==> src/rtl/dmem_arbiter_if.sv <==
// Bundle of CPU, DMA and memory-side signals shared by the data-memory arbiter.
// The slave modport is the arbiter's view; master is the environment driving it.
interface dmem_arbiter_if;
   logic        cpu_req;
   logic        cpu_we;
   logic [31:0] cpu_addr;
   logic [31:0] cpu_wdata;
   logic [31:0] cpu_rdata;
   logic        cpu_stall;

   logic        dma_start;
   logic [31:0] dma_base;
   logic [4:0]  dma_len;
   logic        dma_we;
   logic [31:0] dma_wdata;
   logic [3:0]  dma_idx;
   logic        dma_beat;
   logic [31:0] dma_rdata;
   logic        dma_busy;
   logic        dma_done;

   logic [31:0] mem_addr;
   logic [31:0] mem_wdata;
   logic        mem_we;
   logic [31:0] mem_rdata;

   modport slave (
      input  cpu_req, cpu_we, cpu_addr, cpu_wdata,
      output cpu_rdata, cpu_stall,
      input  dma_start, dma_base, dma_len, dma_we, dma_wdata,
      output dma_idx, dma_beat, dma_rdata, dma_busy, dma_done,
      output mem_addr, mem_wdata, mem_we,
      input  mem_rdata
   );

   modport master (
      output cpu_req, cpu_we, cpu_addr, cpu_wdata,
      input  cpu_rdata, cpu_stall,
      output dma_start, dma_base, dma_len, dma_we, dma_wdata,
      input  dma_idx, dma_beat, dma_rdata, dma_busy, dma_done,
      input  mem_addr, mem_wdata, mem_we,
      output mem_rdata
   );
endinterface

==> src/rtl/dmem_arbiter.sv <==
// Single-port data-memory arbiter: CPU MEM stage has priority, a DMA burst takes
// idle cycles and is forced through after STARVE_LIMIT consecutive blocked cycles.
module dmem_arbiter #(
   parameter int unsigned STARVE_LIMIT = 4
) (
   input  logic          clk,
   input  logic          reset,
   dmem_arbiter_if.slave bus
);

   localparam int WAIT_W = (STARVE_LIMIT < 1) ? 1 : $clog2(STARVE_LIMIT + 1);

   typedef enum logic [1:0] {
      S_IDLE  = 2'd0,
      S_BURST = 2'd1,
      S_FORCE = 2'd2
   } state_e;

   state_e              state_q, state_d;
   logic [31:0]         base_q,  base_d;
   logic [4:0]          len_q,   len_d;
   logic                we_q,    we_d;
   logic [3:0]          idx_q,   idx_d;
   logic [WAIT_W-1:0]   wait_q,  wait_d;
   logic                done_q,  done_d;

   logic                dma_own;
   logic                accept;
   logic                wait_hit;
   logic                last_beat;
   logic [31:0]         beat_addr;

   assign accept    = (state_q == S_IDLE) && bus.dma_start && (bus.dma_len != 5'd0);
   // The CPU cycle that brings the counter up to the limit is the last one it wins.
   assign wait_hit  = ((32'(wait_q) + 32'd1) >= STARVE_LIMIT);
   // idx_q==15 also ends a burst so an out-of-range length can never run forever.
   assign last_beat = ({1'b0, idx_q} == (len_q - 5'd1)) || (idx_q == 4'hF);
   assign beat_addr = base_q + {26'd0, idx_q, 2'b00};

   always_comb begin
      state_d = state_q;
      base_d  = base_q;
      len_d   = len_q;
      we_d    = we_q;
      idx_d   = idx_q;
      wait_d  = wait_q;
      done_d  = 1'b0;
      dma_own = 1'b0;

      case (state_q)
         S_IDLE: begin
            if (accept) begin
               base_d  = bus.dma_base;
               len_d   = bus.dma_len;
               we_d    = bus.dma_we;
               idx_d   = 4'd0;
               wait_d  = '0;
               state_d = S_BURST;
            end
         end
         S_BURST: begin
            if (!bus.cpu_req) begin
               dma_own = 1'b1;
            end else begin
               wait_d = wait_q + WAIT_W'(1);
               if (wait_hit) begin
                  state_d = S_FORCE;
               end
            end
         end
         S_FORCE: begin
            dma_own = 1'b1;
         end
         default: begin
            state_d = S_IDLE;
         end
      endcase

      if (dma_own) begin
         wait_d = '0;
         if (last_beat) begin
            state_d = S_IDLE;
            idx_d   = 4'd0;
            done_d  = 1'b1;
         end else begin
            idx_d   = idx_q + 4'd1;
            state_d = S_BURST;
         end
      end
   end

   always_ff @(posedge clk or negedge reset) begin
      if (!reset) begin
         state_q <= S_IDLE;
         base_q  <= 32'd0;
         len_q   <= 5'd0;
         we_q    <= 1'b0;
         idx_q   <= 4'd0;
         wait_q  <= '0;
         done_q  <= 1'b0;
      end else begin
         state_q <= state_d;
         base_q  <= base_d;
         len_q   <= len_d;
         we_q    <= we_d;
         idx_q   <= idx_d;
         wait_q  <= wait_d;
         done_q  <= done_d;
      end
   end

   // Port mux: exactly one owner per cycle, DMA only when dma_own.
   assign bus.mem_addr  = dma_own ? beat_addr     : bus.cpu_addr;
   assign bus.mem_wdata = dma_own ? bus.dma_wdata : bus.cpu_wdata;
   assign bus.mem_we    = dma_own ? we_q          : (bus.cpu_req & bus.cpu_we);

   assign bus.cpu_rdata = bus.mem_rdata;
   assign bus.cpu_stall = dma_own & bus.cpu_req;
   assign bus.dma_rdata = bus.mem_rdata;
   assign bus.dma_beat  = dma_own;
   assign bus.dma_idx   = idx_q;
   assign bus.dma_busy  = (state_q != S_IDLE);
   assign bus.dma_done  = done_q;

endmodule

==> src/flat_wrapper.sv <==
// flat-port wrapper written by rule: the top's interface ports become plain ports
module dmem_arbiter_flat 
#(
   parameter int unsigned STARVE_LIMIT = 4
)
  (clk, reset, bus_cpu_req, bus_cpu_we, bus_cpu_addr, bus_cpu_wdata, bus_cpu_rdata, bus_cpu_stall, bus_dma_start, bus_dma_base, bus_dma_len, bus_dma_we, bus_dma_wdata, bus_dma_idx, bus_dma_beat, bus_dma_rdata, bus_dma_busy, bus_dma_done, bus_mem_addr, bus_mem_wdata, bus_mem_we, bus_mem_rdata);
  dmem_arbiter_if bus_i ();
  input  logic clk;
  input  logic reset;
  input wire logic [$bits(bus_i.cpu_req)-1:0] bus_cpu_req;
  input wire logic [$bits(bus_i.cpu_we)-1:0] bus_cpu_we;
  input wire logic [$bits(bus_i.cpu_addr)-1:0] bus_cpu_addr;
  input wire logic [$bits(bus_i.cpu_wdata)-1:0] bus_cpu_wdata;
  output wire logic [$bits(bus_i.cpu_rdata)-1:0] bus_cpu_rdata;
  output wire logic [$bits(bus_i.cpu_stall)-1:0] bus_cpu_stall;
  input wire logic [$bits(bus_i.dma_start)-1:0] bus_dma_start;
  input wire logic [$bits(bus_i.dma_base)-1:0] bus_dma_base;
  input wire logic [$bits(bus_i.dma_len)-1:0] bus_dma_len;
  input wire logic [$bits(bus_i.dma_we)-1:0] bus_dma_we;
  input wire logic [$bits(bus_i.dma_wdata)-1:0] bus_dma_wdata;
  output wire logic [$bits(bus_i.dma_idx)-1:0] bus_dma_idx;
  output wire logic [$bits(bus_i.dma_beat)-1:0] bus_dma_beat;
  output wire logic [$bits(bus_i.dma_rdata)-1:0] bus_dma_rdata;
  output wire logic [$bits(bus_i.dma_busy)-1:0] bus_dma_busy;
  output wire logic [$bits(bus_i.dma_done)-1:0] bus_dma_done;
  output wire logic [$bits(bus_i.mem_addr)-1:0] bus_mem_addr;
  output wire logic [$bits(bus_i.mem_wdata)-1:0] bus_mem_wdata;
  output wire logic [$bits(bus_i.mem_we)-1:0] bus_mem_we;
  input wire logic [$bits(bus_i.mem_rdata)-1:0] bus_mem_rdata;
  assign bus_i.cpu_req = bus_cpu_req;
  assign bus_i.cpu_we = bus_cpu_we;
  assign bus_i.cpu_addr = bus_cpu_addr;
  assign bus_i.cpu_wdata = bus_cpu_wdata;
  assign bus_cpu_rdata = bus_i.cpu_rdata;
  assign bus_cpu_stall = bus_i.cpu_stall;
  assign bus_i.dma_start = bus_dma_start;
  assign bus_i.dma_base = bus_dma_base;
  assign bus_i.dma_len = bus_dma_len;
  assign bus_i.dma_we = bus_dma_we;
  assign bus_i.dma_wdata = bus_dma_wdata;
  assign bus_dma_idx = bus_i.dma_idx;
  assign bus_dma_beat = bus_i.dma_beat;
  assign bus_dma_rdata = bus_i.dma_rdata;
  assign bus_dma_busy = bus_i.dma_busy;
  assign bus_dma_done = bus_i.dma_done;
  assign bus_mem_addr = bus_i.mem_addr;
  assign bus_mem_wdata = bus_i.mem_wdata;
  assign bus_mem_we = bus_i.mem_we;
  assign bus_i.mem_rdata = bus_mem_rdata;
  dmem_arbiter #(.STARVE_LIMIT(STARVE_LIMIT)) u_core (.clk(clk), .reset(reset), .bus(bus_i));
endmodule
==> config.mk <==
export PLATFORM = sky130hd
export DESIGN_NAME = dmem_arbiter_flat
export DESIGN_NICKNAME = d
export VERILOG_FILES = /design/src/rtl/dmem_arbiter_if.sv /design/src/rtl/dmem_arbiter.sv /design/src/flat_wrapper.sv
export SDC_FILE = /design/constraint.sdc
export NUM_CORES = 1
export LEC_CHECK = 0
export CAP_MARGIN = 25
export CELL_PAD_IN_SITES_DETAIL_PLACEMENT = 0
export CELL_PAD_IN_SITES_GLOBAL_PLACEMENT = 1
export CORE_AREA = 2 2 119 121
export DETAILED_ROUTE_END_ITERATION = 10
export DIE_AREA = 0 0 121 123
export DONT_BUFFER_PORTS = 1
export PLACE_DENSITY = 0.7
export RECOVER_POWER = 25
export SYNTH_ARGS = -nofsm -noshare
export SYNTH_HDL_FRONTEND = slang
export SYNTH_SLANG_ARGS = --single-unit
==> constraint.sdc <==
create_clock -name clk -period 2.5 [get_ports clk]
set_input_delay 0.375 -clock clk [delete_from_list [all_inputs] [get_ports clk]]
set_output_delay 0.375 -clock clk [all_outputs]
set_load 0.005 [all_outputs]
Fig. 1: supply network
Bar = 20 um. Pins as bars on the die edge. Tap cells in grey.
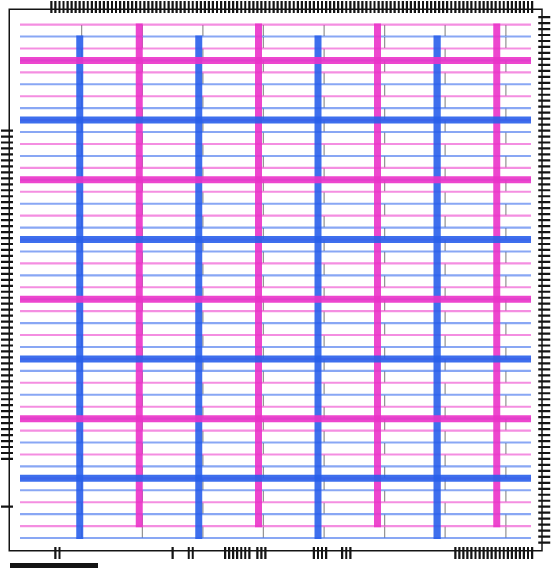
net	colour
VSS	blue
VDD	magenta
met1 rails	44
met4 straps	8
met5 straps	8
tap cells	180
Core ar.: 13610 um^2
VDD IR-drop max: 0.6624 mV
die y size: 123 um

Fig. 2: cells coloured by class
Fill, decap, tap and diode cells in grey.
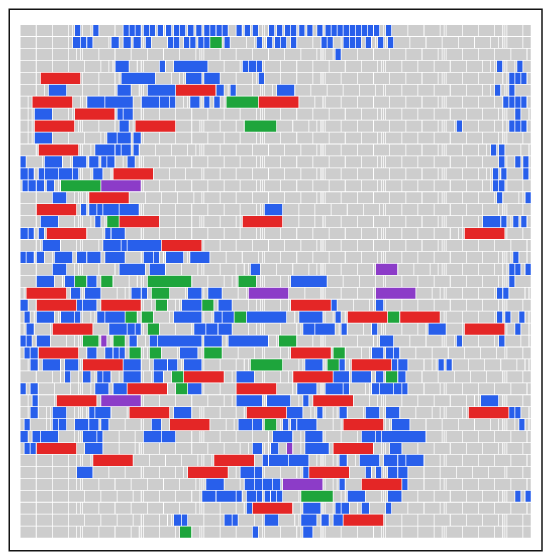
class	colour	cells	share of their area
combinational and other logic	blue	394	60%
flops	red	48	28%
clock drivers and dummy loads	purple	8	3.4%
other buffers and delay cells	green	32	8.1%
Rows: 43
fraction of area in registers: 26.77%
Post-Layout Inst Area: 4487 um^2
Final Core Density: 32.96%

==> impl_metrics.py <==
# Physical implementation metrics
metrics = {
    "final_layout": {
        "num_antenna_cells": 0,
        "n_fill_cell": 1452,
        "syn2layout_area_growth_pct": 9.030,
        "final_nets": 666,
        "layout-drive-gt1-share_pct": 22.61,
    },
    "final_timing": {
        "slew_violations": 0,
        "maxSlewHeadroom_pct": 67.90,
        "clock-skew-final_ns": 0.004771,
        "rsz0062_at_grt": "true",
        "fmax_mhz": 371.8,
        "finalHoldViolCount": 0,
        "setup_ws_ns": -0.1896,
        "tightest_slew_ns": 0.4816,
        "setup_viol": 18,
        "fin_tns_setup_ns": -1.681,
    },
    "worst_setup_path": {
        "arrival_ns": 2.31,
        "cpMostUsedCell": "buf_4",
        "r2r_cells": 7,
        "endpoint_kind": "output port",
        "crit_end": "bus_mem_addr[10]",
        "slowest_stage": "dfrtp_1",
        "r2r-end": "u_core.state_q[0]$_DFFE_PN0P_",
        "path_buffers": 2,
        "path_depth": 9,
        "critPathLaunch": "u_core.bus.dma_idx[0]$_DFFE_PN0P_",
        "path_class": "reg -> out",
    },
    "detailed_routing": {
        "avgViaCountPerCell": 5.228,
        "drt-wirelength-per-cell_um": 20.73,
        "num_vias": 3461,
        "drc_errors": 0,
        "wl_um": 13730,
    },
    "power_and_ir_drop": {
        "total_power_mw": 5.865,
    },
    "die": {
        "dieArea_um2": 14880,
        "ioPinCount": 308,
        "die_w_um": 121,
    },
    "place": {
        "io_buffers": 0,
        "post-dp-hpwl_um": 10660,
        "place.gp.congestion": 0.7676,
        "pre_cts_ws_ns": 0.008631,
    },
    "logic_synthesis": {
        "synthCells": 528,
        "syn_nets": 713,
        "synth_warnings": 0,
        "synth_cell_types": 52,
        "syn_area_um2": 4115,
        "ys_seq_share_pct": 29.19,
    },
    "clock_network": {
        "cts_tree": "built",
        "cts.sinks": 48,
    },
    "run": {
        "warnings": 33,
    },
    "grt": {
        "grt_pass1_wl_um": 19110,
        "grt_max_degree": 67,
    },
    "hold_path": {
        "min_path_type": "in -> reg",
    },
    "outcome": {
        "violations": "setup timing",
        "status": "finished, violations left",
    },
}
cell usage after synthesis (4+ instances only):
master	instances	area share [%]
nor4_1	7	1.1
mux2_2	32	8.8
xor2_1	8	1.7
a31oi_1	6	0.91
dfrtp_1	48	29
buf_1	5	0.46
nor3_1	6	0.73
nand2_1	159	15
nor2_1	17	1.6
o21ai_1	5	0.61
o21ai_0	34	4.1
nand3_1	13	1.6
inv_1	17	1.6
buf_4	64	12
and3_1	4	0.61
ha_1	13	4.0
xnor2_1	18	3.8
clkbuf_1	15	1.4
nand4_1	10	1.5
metrics by stage:
step / cell area (um^2) / utilization (%)
2_1_floorplan: 4115 / -
4_1_cts: 4407 / 32.37
3_5_place_dp: 4033 / 29.63
3_3_place_gp: 4033 / 29.63
6_report: 4487 / 32.96
5_1_grt: 4487 / 32.96
sequential cells by signal, summed over array words and instances (netlist names):
register and flops:
u_core.base_q 32, u_core.bus.dma_done 1, u_core.bus.dma_idx 4, u_core.len_q 5
u_core.state_q 2, u_core.wait_q 3, u_core.we_q 1
power breakdown:
group | total, mW | internal [mW] | leakage, nW | switching, mW
logic | 3.58 | 1.58 | 1.30 | 2.00
registers | 1.57 | 1.15 | 0.585 | 0.424
clock network | 0.713 | 0.400 | 0.0712 | 0.313
total | 5.86 | 3.13 | 1.95 | 2.74
layer usage:
metal  routed length, um  vias up  track usage, %
li1                    -     1614               -
met1                5239     1628           20.46
met2                7002      204           29.60
met3                1250       15           5.397
met4                 233        0           5.523
met5                   0        -               0
final cells by class:
type	instances	area (um^2)	share of cell area, %
clock buffers	8	146.4	3.263
inverters	17	66.31	1.478
multi-input cells	377	2502	55.77
flip-flops and latches	48	1201	26.77
well taps	180	225.2	5.020
repair buffers	32	345.3	7.697
repair_timing:
item                                   CTS  global route
endpoints found under the hold margin   48             0
hold buffers                             2             0
gates resized                           41            16
pin swaps                               18            14
setup endpoints to repair               23            62
buffers inserted                         2             2
gates cloned                             0             1
worst min path at each step:
| stage | from | endpoint | slack, ns | cells after the start |
|---|---|---|---|---|
| after floorplan | reset | u_core.base_q[0]$_DFFE_PN0P_ | 0.08 | 0 |
| after global placement | reset | u_core.base_q[14]$_DFFE_PN0P_ | 0.08 | 0 |
| after detailed placement | reset | u_core.base_q[14]$_DFFE_PN0P_ | 0.08 | 0 |
| after CTS | bus_dma_len[1] | u_core.len_q[1]$_DFFE_PN0P_ | 0.19 | 2 |
| after global routing | bus_dma_base[21] | u_core.base_q[21]$_DFFE_PN0P_ | 0.19 | 2 |
| final | bus_dma_base[21] | u_core.base_q[21]$_DFFE_PN0P_ | 0.19 | 2 |
cell families (layout without fill, tap and decap cells):
family / count (synthesis) / in the layout / synth area share (%)
and+or+nand+nor: 233 / 233 / 24.96
DFF: 48 / 48 / 29.19
adders and majority gates: 14 / 14 / 4.439
buffers and inverters: 103 / 57 / 15.29
xor gates and xnor gates: 26 / 26 / 5.534
muxes: 35 / 35 / 9.608
AOI/OAI and AO/OA: 69 / 69 / 10.98
Power is estimated from default activity; no workload was simulated.
